==> run_1/layer_met1.png <==
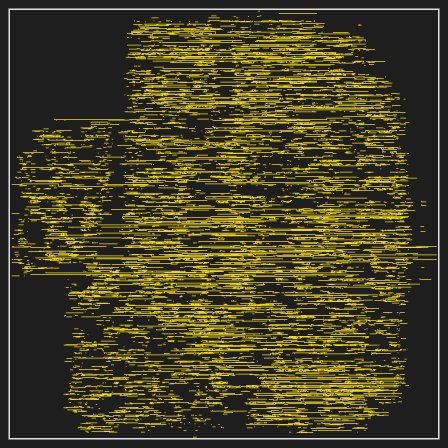
==> run_1/flops_by_reg.png <==
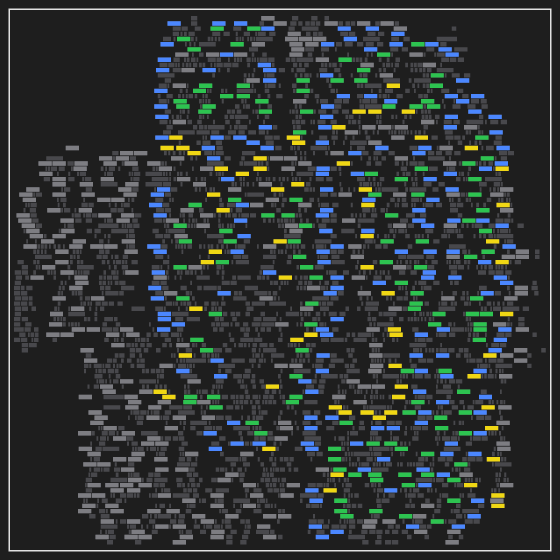
==> run_1/clk_routes.png <==
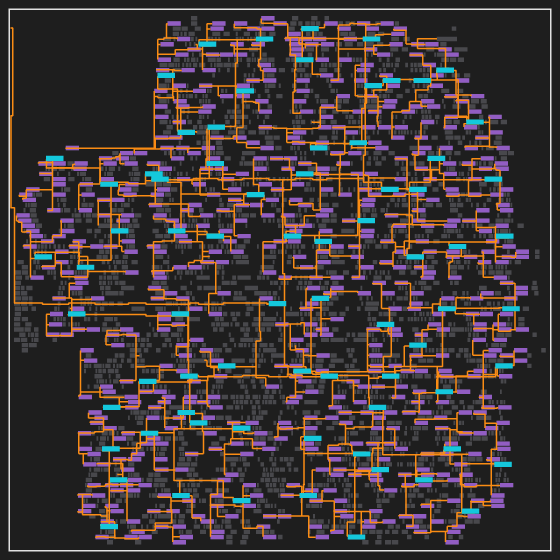
File: config.mk
export PLATFORM = sky130hd
export DESIGN_NAME = a51_wb_multi
export DESIGN_NICKNAME = d
export VERILOG_FILES = /design/src/rtl/a51_wb_multi.sv
export SDC_FILE = /design/constraint.sdc
export NUM_CORES = 1
export LEC_CHECK = 0
export ABC_CLOCK_PERIOD_IN_PS = 2900
export CORE_MARGIN = 1.5
export CORE_UTILIZATION = 35
export DETAILED_ROUTE_END_ITERATION = 8
export PLACE_DENSITY_LB_ADDON = 0.15
export REMOVE_ABC_BUFFERS = 1
export SLEW_MARGIN = 20
export SYNTH_ARGS = -nofsm -noshare
export SYNTH_HDL_FRONTEND = slang
export SYNTH_SLANG_ARGS = --single-unit
File: constraint.sdc
create_clock -name wb_clk_i -period 2.9 [get_ports wb_clk_i]
set_input_delay 0.58 -clock wb_clk_i [delete_from_list [all_inputs] [get_ports wb_clk_i]]
set_output_delay 0.58 -clock wb_clk_i [all_outputs]
set_load 0.1 [all_outputs]
File: src/rtl/a51_wb_multi.sv
// Multi-channel A5/1 keystream engine behind a Wishbone slave port.
// Each 32-byte window holds KEY, FRAME, CTRL/STATUS and a KS pop register.
module a51_wb_multi_ch (
  input  logic        clk,
  input  logic        rst_n,
  input  logic        wr_key_lo,
  input  logic        wr_key_hi,
  input  logic        wr_frame,
  input  logic        start,
  input  logic        rd_ks,
  input  logic [3:0]  sel,
  input  logic [31:0] wdat,
  output logic [63:0] key,
  output logic [21:0] frame,
  output logic [31:0] ks,
  output logic        busy,
  output logic        ready
);
  typedef enum logic [2:0] {
    S_IDLE, S_KEY, S_FRAME, S_MIX, S_GEN, S_READY
  } state_t;

  state_t      state_q, state_d;
  logic [6:0]  cnt_q, cnt_d;
  logic [85:0] sh_q, sh_d;
  logic [18:0] r1_q, r1_d, r1_n;
  logic [21:0] r2_q, r2_d, r2_n;
  logic [22:0] r3_q, r3_d, r3_n;
  logic [31:0] gen_q, gen_d;
  logic [31:0] ks_q, ks_d;
  logic [63:0] key_q, key_d;
  logic [21:0] frame_q, frame_d;
  logic        full, run, ld, maj, ob;

  assign full = (state_q == S_KEY) || (state_q == S_FRAME);
  assign run  = full || (state_q == S_MIX) || (state_q == S_GEN);
  assign ld   = full & sh_q[0];
  assign maj  = (r1_q[8] & r2_q[10]) | (r1_q[8] & r3_q[10])
              | (r2_q[10] & r3_q[10]);

  // Load phases clock every register; mix/gen use majority clocking.
  assign r1_n = (full || r1_q[8] == maj)
    ? {r1_q[17:0], r1_q[13] ^ r1_q[16] ^ r1_q[17] ^ r1_q[18] ^ ld}
    : r1_q;
  assign r2_n = (full || r2_q[10] == maj)
    ? {r2_q[20:0], r2_q[20] ^ r2_q[21] ^ ld}
    : r2_q;
  assign r3_n = (full || r3_q[10] == maj)
    ? {r3_q[21:0], r3_q[7] ^ r3_q[20] ^ r3_q[21] ^ r3_q[22] ^ ld}
    : r3_q;
  assign ob = r1_n[18] ^ r2_n[21] ^ r3_n[22];

  always_comb begin
    state_d = state_q;
    cnt_d   = cnt_q;
    sh_d    = sh_q;
    r1_d    = r1_q;
    r2_d    = r2_q;
    r3_d    = r3_q;
    gen_d   = gen_q;
    ks_d    = ks_q;
    key_d   = key_q;
    frame_d = frame_q;
    for (int b = 0; b < 4; b++) begin
      if (wr_key_lo && sel[b]) key_d[8*b +: 8] = wdat[8*b +: 8];
      if (wr_key_hi && sel[b]) key_d[32+8*b +: 8] = wdat[8*b +: 8];
    end
    if (wr_frame && sel[0]) frame_d[7:0]   = wdat[7:0];
    if (wr_frame && sel[1]) frame_d[15:8]  = wdat[15:8];
    if (wr_frame && sel[2]) frame_d[21:16] = wdat[21:16];
    if (run) begin
      r1_d  = r1_n;
      r2_d  = r2_n;
      r3_d  = r3_n;
      cnt_d = cnt_q + 7'd1;
    end
    if (full) sh_d = sh_q >> 1;
    unique case (state_q)
      S_KEY: if (cnt_q == 7'd63) begin
        state_d = S_FRAME;
        cnt_d   = '0;
      end
      S_FRAME: if (cnt_q == 7'd21) begin
        state_d = S_MIX;
        cnt_d   = '0;
      end
      S_MIX: if (cnt_q == 7'd99) begin
        state_d = S_GEN;
        cnt_d   = '0;
      end
      S_GEN: begin
        gen_d = {gen_q[30:0], ob};
        if (cnt_q == 7'd31) begin
          state_d = S_READY;
          cnt_d   = '0;
          ks_d    = {gen_q[30:0], ob};
        end
      end
      S_READY: if (rd_ks) begin
        state_d = S_GEN;
        cnt_d   = '0;
      end
      default: ;
    endcase
    // Start snapshots KEY/FRAME so later writes only affect the next run.
    if (start) begin
      state_d = S_KEY;
      cnt_d   = '0;
      sh_d    = {frame_q, key_q};
      r1_d    = '0;
      r2_d    = '0;
      r3_d    = '0;
    end
  end

  always_ff @(posedge clk) begin
    if (!rst_n) begin
      state_q <= S_IDLE;
      cnt_q   <= '0;
      sh_q    <= '0;
      r1_q    <= '0;
      r2_q    <= '0;
      r3_q    <= '0;
      gen_q   <= '0;
      ks_q    <= '0;
      key_q   <= '0;
      frame_q <= '0;
    end else begin
      state_q <= state_d;
      cnt_q   <= cnt_d;
      sh_q    <= sh_d;
      r1_q    <= r1_d;
      r2_q    <= r2_d;
      r3_q    <= r3_d;
      gen_q   <= gen_d;
      ks_q    <= ks_d;
      key_q   <= key_d;
      frame_q <= frame_d;
    end
  end

  assign key   = key_q;
  assign frame = frame_q;
  assign ks    = ks_q;
  assign busy  = run;
  assign ready = (state_q == S_READY);
endmodule

module a51_wb_multi #(
  parameter int          NUM_CH         = 2,
  parameter logic [31:0] BASE_ADDR      = 32'h3000_0000,
  parameter int          CH_STRIDE_LOG2 = 5
) (
  input  logic              wb_clk_i,
  input  logic              wb_rst_n_i,
  input  logic              wbs_stb_i,
  input  logic              wbs_cyc_i,
  input  logic              wbs_we_i,
  input  logic [3:0]        wbs_sel_i,
  input  logic [31:0]       wbs_adr_i,
  input  logic [31:0]       wbs_dat_i,
  output logic              wbs_ack_o,
  output logic [31:0]       wbs_dat_o,
  output logic [NUM_CH-1:0] irq_o
);
  logic        ack_q, ack_d;
  logic [31:0] dat_q, dat_d;
  logic [31:0] rdata;
  logic        hit, req, ch_ok;
  logic [2:0]  ch_idx, off;
  logic        unused_ok;

  logic [63:0]       key_w   [NUM_CH];
  logic [21:0]       frame_w [NUM_CH];
  logic [31:0]       ks_w    [NUM_CH];
  logic [NUM_CH-1:0] busy_w, ready_w;

  assign hit    = wbs_adr_i[31:8] == BASE_ADDR[31:8];
  assign req    = wbs_stb_i & wbs_cyc_i & ~ack_q & hit;
  assign ch_idx = wbs_adr_i[CH_STRIDE_LOG2 +: 3];
  assign off    = wbs_adr_i[4:2];
  assign ch_ok  = int'(ch_idx) < NUM_CH;
  assign unused_ok = ^wbs_adr_i[1:0];

  for (genvar g = 0; g < NUM_CH; g++) begin : g_ch
    logic sel_ch, wr, rd;
    assign sel_ch = req & ch_ok & (ch_idx == 3'(g));
    assign wr     = sel_ch & wbs_we_i;
    assign rd     = sel_ch & ~wbs_we_i;
    a51_wb_multi_ch u_ch (
      .clk       (wb_clk_i),
      .rst_n     (wb_rst_n_i),
      .wr_key_lo (wr & (off == 3'd0)),
      .wr_key_hi (wr & (off == 3'd1)),
      .wr_frame  (wr & (off == 3'd2)),
      .start     (wr & (off == 3'd3) & wbs_sel_i[0] & wbs_dat_i[0]),
      .rd_ks     (rd & (off == 3'd4)),
      .sel       (wbs_sel_i),
      .wdat      (wbs_dat_i),
      .key       (key_w[g]),
      .frame     (frame_w[g]),
      .ks        (ks_w[g]),
      .busy      (busy_w[g]),
      .ready     (ready_w[g])
    );
  end

  always_comb begin
    rdata = '0;
    for (int i = 0; i < NUM_CH; i++) begin
      if (ch_idx == 3'(i)) begin
        unique case (1'b1)
          off == 3'd0: rdata = key_w[i][31:0];
          off == 3'd1: rdata = key_w[i][63:32];
          off == 3'd2: rdata = {10'd0, frame_w[i]};
          off == 3'd3: rdata = {30'd0, ready_w[i], busy_w[i]};
          off == 3'd4: rdata = ks_w[i];
          default:     rdata = '0;
        endcase
      end
    end
    ack_d = req;
    dat_d = (req && !wbs_we_i && ch_ok) ? rdata : '0;
  end

  always_ff @(posedge wb_clk_i) begin
    if (!wb_rst_n_i) begin
      ack_q <= 1'b0;
      dat_q <= '0;
    end else begin
      ack_q <= ack_d;
      dat_q <= dat_d;
    end
  end

  assign wbs_ack_o = ack_q;
  assign wbs_dat_o = dat_q;
  assign irq_o     = ready_w;
endmodule
==> impl_metrics.toml, run 1 <==
# generated from flow reports
[logic_synthesis]
ys_types = 54
synth-edff-count = 0
yosys_warnings = 0
syn_inst = 3046
yosys_cells = 3046
synth-seq-area-share_pct = 47.4
ys_area_um2 = 27500
avgSynthCellArea_um2 = 9.02

[die]
io_pins = 108
core_um2 = 77600
die_area_um2 = 80200
rows = 102
fp_util_pct = 35.4
die_h_um = 283
die_w_um = 283

[clocking]
cts_buffers = 74
root_buffer = "clkbuf_16"
clock_insertion_delay_worst_skew_ns = 0.61
postCtsHoldBufs = 0
ctsResizeCount = 0
clock_sinks = 651
cts_max_level = 3
cts.clk_slew.worst_paths_ns = 0.05
post_cts_buffers = 0
tritoncts = "built"
cts_max_path_buffers = 3

[place]
port_buffers = 105
gp_congestion = 0.802
dpl.hpwl_um = 49500

[sta]
relSlewSlack_pct = 28.2
final_max_slew_viol_count = 0
finalCritPeriodShare_pct = 94.1
rsz0062_at_grt = "no"
hold_viol = 0
setup_viol = 0
timing.hold.ws_ns = 0.450
max_freq_mhz = 367
tightest_slew_ns = 1.07
period_minus_slack_ns = 2.73

[global_routing]
grt_pass1_wl_um = 119000
grt_start_max_net_pins = 164
grt_antenna_before_repair = 4
track_usage_pct = 18.4
grt_overflow = 0

[power_and_ir_drop]
pwr-share-seq_pct = 47.2
clockPowerShare_pct = 48.7
finalPower_w = 0.0190
switchingPower_w = 0.00428
cellInternalPower_w = 0.0147
p_per_area_nw_per_um2 = 581
ir_drop_uv = 349
p_sw_share_pct = 22.6

[final_layout]
final_layout_top_logic_cells = "dfxtp_1 (651), nand2_1 (510), nor2_1 (364)"
antennaDiodeCount = 0
comb_area_um2 = 13300
mostFrequentLayoutCell = "dfxtp_1"
final_nets = 3199
area_growth_pct = 18.9
filler_cell_count = 7704

[critical_path]
required_ns = 3.37
reg2reg_setup_slack_ns = 0.29
cp-start-kind = "input pin"
path_max_fanout = 34
path_class = "input pin to register"
arrival_ns = 3.20

[detailed_routing]
first_pass_iters = 5
dr.first_iter.drc_count = 1348
via_count = 21500
route.antenna.remaining_nets = 0
drc = 0
vias_per_cell = 5.10
wl_per_cell_um = 17.8

[status]
status = "finished, final reports clean"

[run]
warning_count = 35

[hold_path]
hp-class = "register to register"
Back to the opening pictures, layer_met1.png:
The wires run mostly horizontal. The layer carries 34.5 mm of wire. The longest straight run is 83.3 um.

Back to the opening pictures, flops_by_reg.png:
Key: g_ch.u_ch.key = green [placed flops 128]; g_ch.u_ch.sh_q = blue [placed flops 172]; g_ch.u_ch.ks = yellow [placed flops 64]
Another 287 sequential cells are not colored.
FF/Latch Area: 13000 um^2
fin util: 42.1%
Seq. pwr: 0.00895 W
Seq/total area: 39.9%

Back to the opening pictures, clk_routes.png:
Key: clock wires = orange [length 8730 um]; flip-flops = purple [count 651]; clock drivers = cyan [count 74]
Position of the flops: widely spread. There are 75 routed clock nets.

-- run 1: critical path, stage by stage --
cell	delay (ns)
clkdlybuf4s50_1	0.39
nor4_1	0.31
nand4_1	0.24
buf_4	0.22
or2_1	0.27
or4b_4	0.62
buf_12	0.23
nand3_1	0.25
nor2_1	0.09
-- run 1: cell type report --
type / count / area share (%)
Clock buffer: 110 / 6.65
Clock inverter: 22 / 0.701
Inverter: 10 / 0.138
Multi-Input combinational cell: 2140 / 40.8
Sequential cell: 651 / 39.9
Tap cell: 1040 / 3.98
Timing Repair Buffer: 245 / 7.85
-- run 1: metrics by stage --
stage          worst slack [ns]  instance area, um^2  setup TNS, ns  std cells
4_1_cts                   0.152                32700              0       4218
3_3_place_gp             -0.483                30300        -128.91       4086
6_report                  0.172                32700              0       4218
3_5_place_dp             -0.498                30300        -131.10       4086
2_1_floorplan             -9.04                26300       -3427.48       2801
5_1_grt                 0.00715                32700              0       4218
-- run 1: registers in the layout, indices dropped and copies added, names as in the netlist, 6 cells and up --
| signal | flops |
|---|---|
| g_ch.u_ch.cnt_q | 14 |
| g_ch.u_ch.frame | 44 |
| g_ch.u_ch.gen_q | 62 |
| g_ch.u_ch.key | 128 |
| g_ch.u_ch.ks | 64 |
| g_ch.u_ch.r1_q | 38 |
| g_ch.u_ch.r2_q | 44 |
| g_ch.u_ch.r3_q | 46 |
| g_ch.u_ch.sh_q | 172 |
| g_ch.u_ch.state_q | 6 |
| wbs_dat_o | 32 |
-- run 1: cell families after synthesis --
logic type / after synthesis / share of synthesized area, %
simple gates: 1069 / 16.2
mux: 322 / 11.7
fa+ha+maj: 4 / 0.182
buf+inv: 255 / 4.35
flops: 651 / 47.4
xor+xnor: 40 / 1.28
compound gates: 705 / 18.8
-- run 1: power groups by stage --
stage,logic (W),registers [W],clock network (W)
after floorplan,0.000391,0.00915,0
after global routing,0.000824,0.00895,0.00987
after detailed placement,0.000780,0.00915,0
final,0.000777,0.00895,0.00924
after CTS,0.000782,0.00895,0.00951
after global placement,0.000772,0.00915,0
-- run 1: Yosys cell counts, drive strengths merged, types with 23 or more instances --
master	instances	area share [%]
a211oi	193	8.3
a21oi	312	5.7
a22oi	84	2.3
buf	98	2.2
clkbuf	147	2.0
dfxtp	651	47
mux2i	319	12
nand2	513	7.0
nand3	93	1.7
nor2	367	5.0
o21a	23	0.63
o21ai	67	1.2
xnor2	30	0.96
-- run 1: path summary, 6_finish.rpt --
kind | from | endpoint | cells after the start
setup reg to reg | wbs_ack_o | g_ch[1].u_ch.cnt_q[4] | 8
hold / removal | g_ch[1].u_ch.ks[25] | g_ch[1].u_ch.ks[25] | 2
setup / recovery | wbs_adr_i[9] | g_ch[1].u_ch.cnt_q[4] | 9
hold reg to reg | g_ch[1].u_ch.ks[25] | g_ch[1].u_ch.ks[25] | 2
-- run 1: routing by layer --
layer | share of wire, % | wire length, um | vias up | GRT usage [%]
met5 | 0.040 | 30 | - | 0
met4 | 2.0 | 1510 | 4 | 5.09
met3 | 3.9 | 2960 | 107 | 2.79
met2 | 48 | 36100 | 390 | 31.5
met1 | 46 | 34500 | 10300 | 24.0
li1 | - | - | 10700 | -
## Run 2: what changed since run 1
--- a/config.mk
+++ b/config.mk
@@ -5,7 +5,6 @@
 export SDC_FILE = /design/constraint.sdc
 export NUM_CORES = 1
 export LEC_CHECK = 0
-export ABC_CLOCK_PERIOD_IN_PS = 2900
 export CORE_MARGIN = 1.5
 export CORE_UTILIZATION = 35
 export DETAILED_ROUTE_END_ITERATION = 8
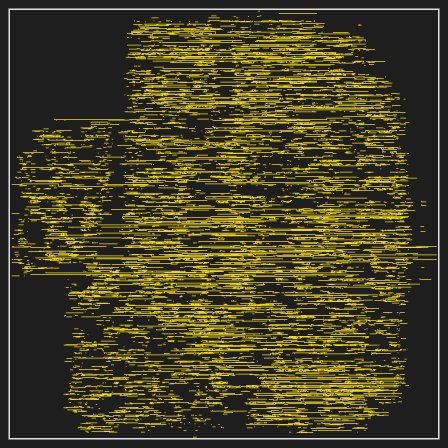
(run_2/layer_met1.png)
The longest straight run is 83.3 um. 2993 nets have wire on it.
DR vias: 21500
overall routed net length: 75100 um
met1 usage in global routing: 24.0%

==> run 2 against run 1 <==
Compared with the run above:
- sequential share of layout area is the same
- combinational power about the same
- first-iteration DRC count is the same
- count of clock-buffer cells in the layout stayed put
- register-to-register slack is essentially flat
- flip-flop count unchanged
- total power did not move
- hold slack unchanged
- cell count unchanged
- clock skew unchanged
- synthesized cell count stayed put
- critical path type unchanged
- largest cell class unchanged
==> impl_metrics.toml, run 2 <==
# generated from flow reports
[sta]
period_minus_slack_ns = 2.73
finalCritPeriodShare_pct = 94.1
final_max_slew_viol_count = 0
setup_viol = 0
tightest_slew_ns = 1.07
relSlewSlack_pct = 28.2

[final_layout]
final_cells = 4218
filler_cell_count = 7704
finish.utilization_pct = 42.1
mostFrequentLayoutCell = "dfxtp_1"
final_layout_top_logic_cells = "dfxtp_1 (651), nand2_1 (510), nor2_1 (364)"
largest_reg_flops = 172
antennaDiodeCount = 0

[hold_path]
hold_depth = 2
hp-class = "register to register"
min-delay-start = "g_ch[1].u_ch.ks[25]"

[global_routing]
busiest_layer = "met2"
grt_antenna_before_repair = 4
use_met2_pct = 31.5
grt_overflow = 0
use_met3_pct = 2.79
grt_pass1_wl_um = 119000

[critical_path]
path_class = "input pin to register"
r2r_start = "wbs_ack_o"
slowest_stage = "or4b_4"
cp_cell_sequence = "clkdlybuf4s50_1 -> nor4_1 -> nand4_1 -> buf_4 -> or2_1 -> or4b_4 -> buf_12 -> nand3_1 -> nor2_1"
cp.depth = 9
r2r-end = "g_ch[1].u_ch.cnt_q[4]"
arrival_ns = 3.20
slowest_delay_ns = 0.62
path_max_fanout = 34
crit_family = "simple AND/OR/NAND/NOR gates"
r2r_cells = 8

[clocking]
clock_insertion_delay_worst_skew_ns = 0.61
clock_sinks = 651
cts_max_path_buffers = 3
root_buffer = "clkbuf_16"
postCtsHoldBufs = 0
cts_buffers = 74
cts.clk_slew.worst_paths_ns = 0.05

[logic_synthesis]
yosys_warnings = 0
area_leaders = "dfxtp_1 (47%), mux2i_1 (12%), a211oi_2 (7.5%)"
most_common_cell = "dfxtp_1"
ys_types = 54
common_cells = "dfxtp_1 (651), nand2_1 (513), nor2_1 (367)"
top_area_cell = "dfxtp_1"
avgSynthCellArea_um2 = 9.02
syn_inst = 3046

[die]
die_area_um2 = 80200
die_h_um = 283
die_w_um = 283
core_um2 = 77600
rows = 102

[detailed_routing]
first_pass_iters = 5
vias_per_cell = 5.10
route.antenna.remaining_nets = 0

[place]
numPlacedInstances = 4086
gp_congestion = 0.802

[power_and_ir_drop]
p_per_area_nw_per_um2 = 581
ir_drop_uv = 349

[run]
warning_count = 35

[status]
status = "finished, final reports clean"
[run 2: area by class of cell]
| cell class | count | area, um^2 | share of cell area (%) |
|---|---|---|---|
| clock buffer | 110 | 2170 | 6.65 |
| clock inverter | 22 | 229 | 0.701 |
| tap | 1040 | 1300 | 3.98 |
| inverter | 10 | 45.0 | 0.138 |
| timing repair buffer | 245 | 2560 | 7.85 |
| multi-input combinational | 2140 | 13300 | 40.8 |
| sequential | 651 | 13000 | 39.9 |
[run 2: power breakdown]
group	internal [W]	switching (W)	total, W
combinational	0.000273	0.000504	0.000777
sequential	0.00895	0.00000640	0.00895
clock	0.00547	0.00377	0.00924
total	0.0147	0.00428	0.0190
[run 2: through the flow]
step / hold WS, ns / power, W / worst slack, ns / instance area, um^2
3_3_place_gp: 0.439 / 0.00992 / -0.483 / 30300
3_5_place_dp: 0.446 / 0.00993 / -0.498 / 30300
5_1_grt: 0.460 / 0.0196 / 0.00715 / 32700
2_1_floorplan: 0.432 / 0.00954 / -9.04 / 26300
4_1_cts: 0.452 / 0.0192 / 0.152 / 32700
6_report: 0.450 / 0.0190 / 0.172 / 32700
[run 2: how the worst max path moves through the flow]
stage | from | end | slack (ns)
after floorplan | wb_rst_n_i | wbs_dat_o[22] | -9.04
after CTS | wbs_adr_i[8] | g_ch[1].u_ch.key[3] | 0.15
after global placement | wbs_adr_i[9] | g_ch[0].u_ch.key[30] | -0.48
after global routing | wbs_adr_i[12] | g_ch[1].u_ch.frame[21] | 0.007
final | wbs_adr_i[9] | g_ch[1].u_ch.cnt_q[4] | 0.17
after detailed placement | wbs_adr_i[8] | g_ch[0].u_ch.key[27] | -0.50
[run 2: worst min-delay path: cells and delay by family (launching register included)]
kind	cells	cell delay, ns
and+or+nand+nor	1	0.05
AOI/OAI and AO/OA	1	0.05
DFF	1	0.31
[run 2: routing by layer]
metal | share of wire, % | vias to the layer above
met5 | 0.040 | -
met4 | 2.0 | 4
met3 | 3.9 | 107
met2 | 48 | 390
met1 | 46 | 10300
li1 | - | 10700
[run 2: cell families (layout without fill, tap and decap cells)]
kind of cell,Yosys count,in the layout,synth area share [%]
buffers and inverters,255,387,4.35
DFF,651,651,47.4
muxes,322,322,11.7
AOI/OAI and AO/OA,705,705,18.8
and+or+nand+nor,1069,1069,16.2
adders and majority gates,4,4,0.182
xor gates and xnor gates,40,40,1.28
[run 2: what timing repair did]
action,CTS,global route
resized,0,2
endpoints found under the setup margin,0,29
endpoints found under the hold margin,0,0
## Run 3: what changed since run 2
--- a/config.mk
+++ b/config.mk
@@ -8,7 +8,7 @@
 export CORE_MARGIN = 1.5
 export CORE_UTILIZATION = 35
 export DETAILED_ROUTE_END_ITERATION = 8
-export PLACE_DENSITY_LB_ADDON = 0.15
+export PLACE_DENSITY = 0.6
 export REMOVE_ABC_BUFFERS = 1
 export SLEW_MARGIN = 20
 export SYNTH_ARGS = -nofsm -noshare
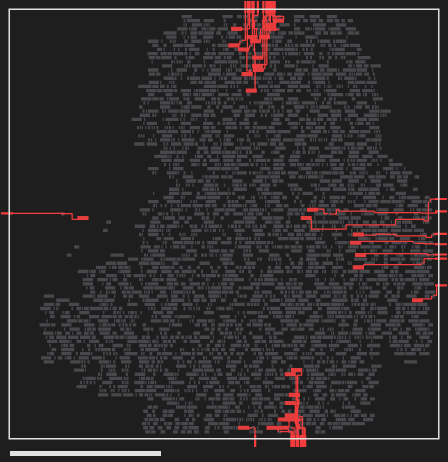
(run_3/io_fan.png)
Bar = 100 um.
Key: wbs_dat_o = red [bits 32, direction output, end cells 32, wire 1100 um]
io pins: 108
number of I/O port buffers: 105

==> run 3 against run 2 <==
Compared with the run above:
- global-route usage fell by 1.6 points
- combinational power fell by 3.9%
- die size did not move
- hold slack got worse by 0.096 ns
- routed wire length fell by 8.2%
- sequential power barely moved
- core utilization fell by 0.35 points
- count of clock-buffer cells in the layout fell by 16
- critical path type unchanged
==> impl_metrics.toml, run 3 <==
# generated from flow reports
[status]
status = "finished, final reports clean"

[final_layout]
final_nets = 3194
finish.utilization_pct = 41.8
final_layout_top_logic_cells = "dfxtp_1 (651), nand2_1 (510), nor2_1 (364)"
largest_reg_flops = 172
regMostFlops = "g_ch.u_ch.sh_q"
final_area_um2 = 32400
area_growth_pct = 18.0

[logic_synthesis]
yosys_warnings = 0
top_area_cell = "dfxtp_1"
synth-seq-area-share_pct = 47.4
top_area_share_pct = 47.4
ys_types = 54
yosys_cells = 3046
ys_area_um2 = 27500

[detailed_routing]
drc = 0
dr.first_iter.drc_count = 1252
route.antenna.remaining_nets = 0
first_pass_iters = 5

[die]
fp_util_pct = 35.4
rows = 102
die_w_um = 283

[sta]
max_freq_mhz = 379
setup_viol = 0
hold_viol = 0

[global_routing]
track_usage_pct = 16.8
grt_pass1_wl_um = 110000
grt_antenna_before_repair = 2
grt_overflow = 0

[place]
numPlacedInstances = 4083

[clocking]
postCtsHoldBufs = 0
tritoncts = "built"
cts_max_level = 3

[critical_path]
path_max_fanout = 7

[power_and_ir_drop]
p_per_area_nw_per_um2 = 575

[hold_path]
hp-class = "input pin to register"
-- run 3: layout make-up --
type | count | area (um^2)
Inverter | 10 | 45.0
Fill cell | 7736 | 45200
Timing Repair Buffer | 242 | 2400
Clock inverter | 28 | 269
Clock buffer | 94 | 2030
Sequential cell | 651 | 13000
Multi-Input combinational cell | 2140 | 13300
Tap cell | 1040 | 1300
-- run 3: cells by family (layout without fill, tap and decap cells) --
family                   count (synthesis)  after routing  synth area share, %
AND/OR/NAND/NOR                       1069           1069                 16.2
AND-OR/OR-AND                          705            705                 18.8
flip-flops                             651            651                 47.4
multiplexers                           322            322                 11.7
buffers and inverters                  255            374                 4.35
XOR/XNOR                                40             40                 1.28
adder cells (fa/ha/maj)                  4              4                0.182
-- run 3: final timing paths --
check	start	endpoint	slack (ns)	depth (start not counted)
setup / recovery	wbs_cyc_i	wbs_dat_o[29]	0.26	10
hold / removal	wbs_adr_i[5]	wbs_dat_o[24]	0.35	2
setup reg to reg	wbs_ack_o	wbs_dat_o[29]	0.36	9
hold reg to reg	g_ch[1].u_ch.gen_q[9]	g_ch[1].u_ch.gen_q[10]	0.44	2
-- run 3: power breakdown --
part	switching [W]	leakage (nW)	total (W)	internal, W
Combinational	0.000488	5.40	0.000747	0.000259
Sequential	0.00000665	5.24	0.00895	0.00895
Clock	0.00367	1.13	0.00894	0.00527
Total	0.00416	11.8	0.0186	0.0145
-- run 3: critical path, cell delays in order --
cell,delay (ns)
clkdlybuf4s50_1,0.45
nor4bb_1,0.27
nand4_1,0.27
nor4_2,0.42
buf_4,0.19
nor3b_2,0.22
nand2_1,0.13
or2_1,0.29
buf_4,0.18
a211oi_1,0.17
-- run 3: metal layers --
metal	global-route usage, %	vias up	part of all wire (%)
li1	-	10700	-
met1	23.1	9810	48
met5	0	-	0.026
met3	2.62	85	3.9
met2	27.2	328	46
met4	4.69	4	1.9
-- run 3: stage by stage --
stage	hold slack [ns]	setup TNS, ns
after floorplan	0.432	-3427.48
after CTS	0.309	0
after detailed placement	0.444	-78.45
after global routing	0.344	0
final	0.354	0
after global placement	0.440	-75.71
No activity file was given, so power comes from the tool's default toggle rates.
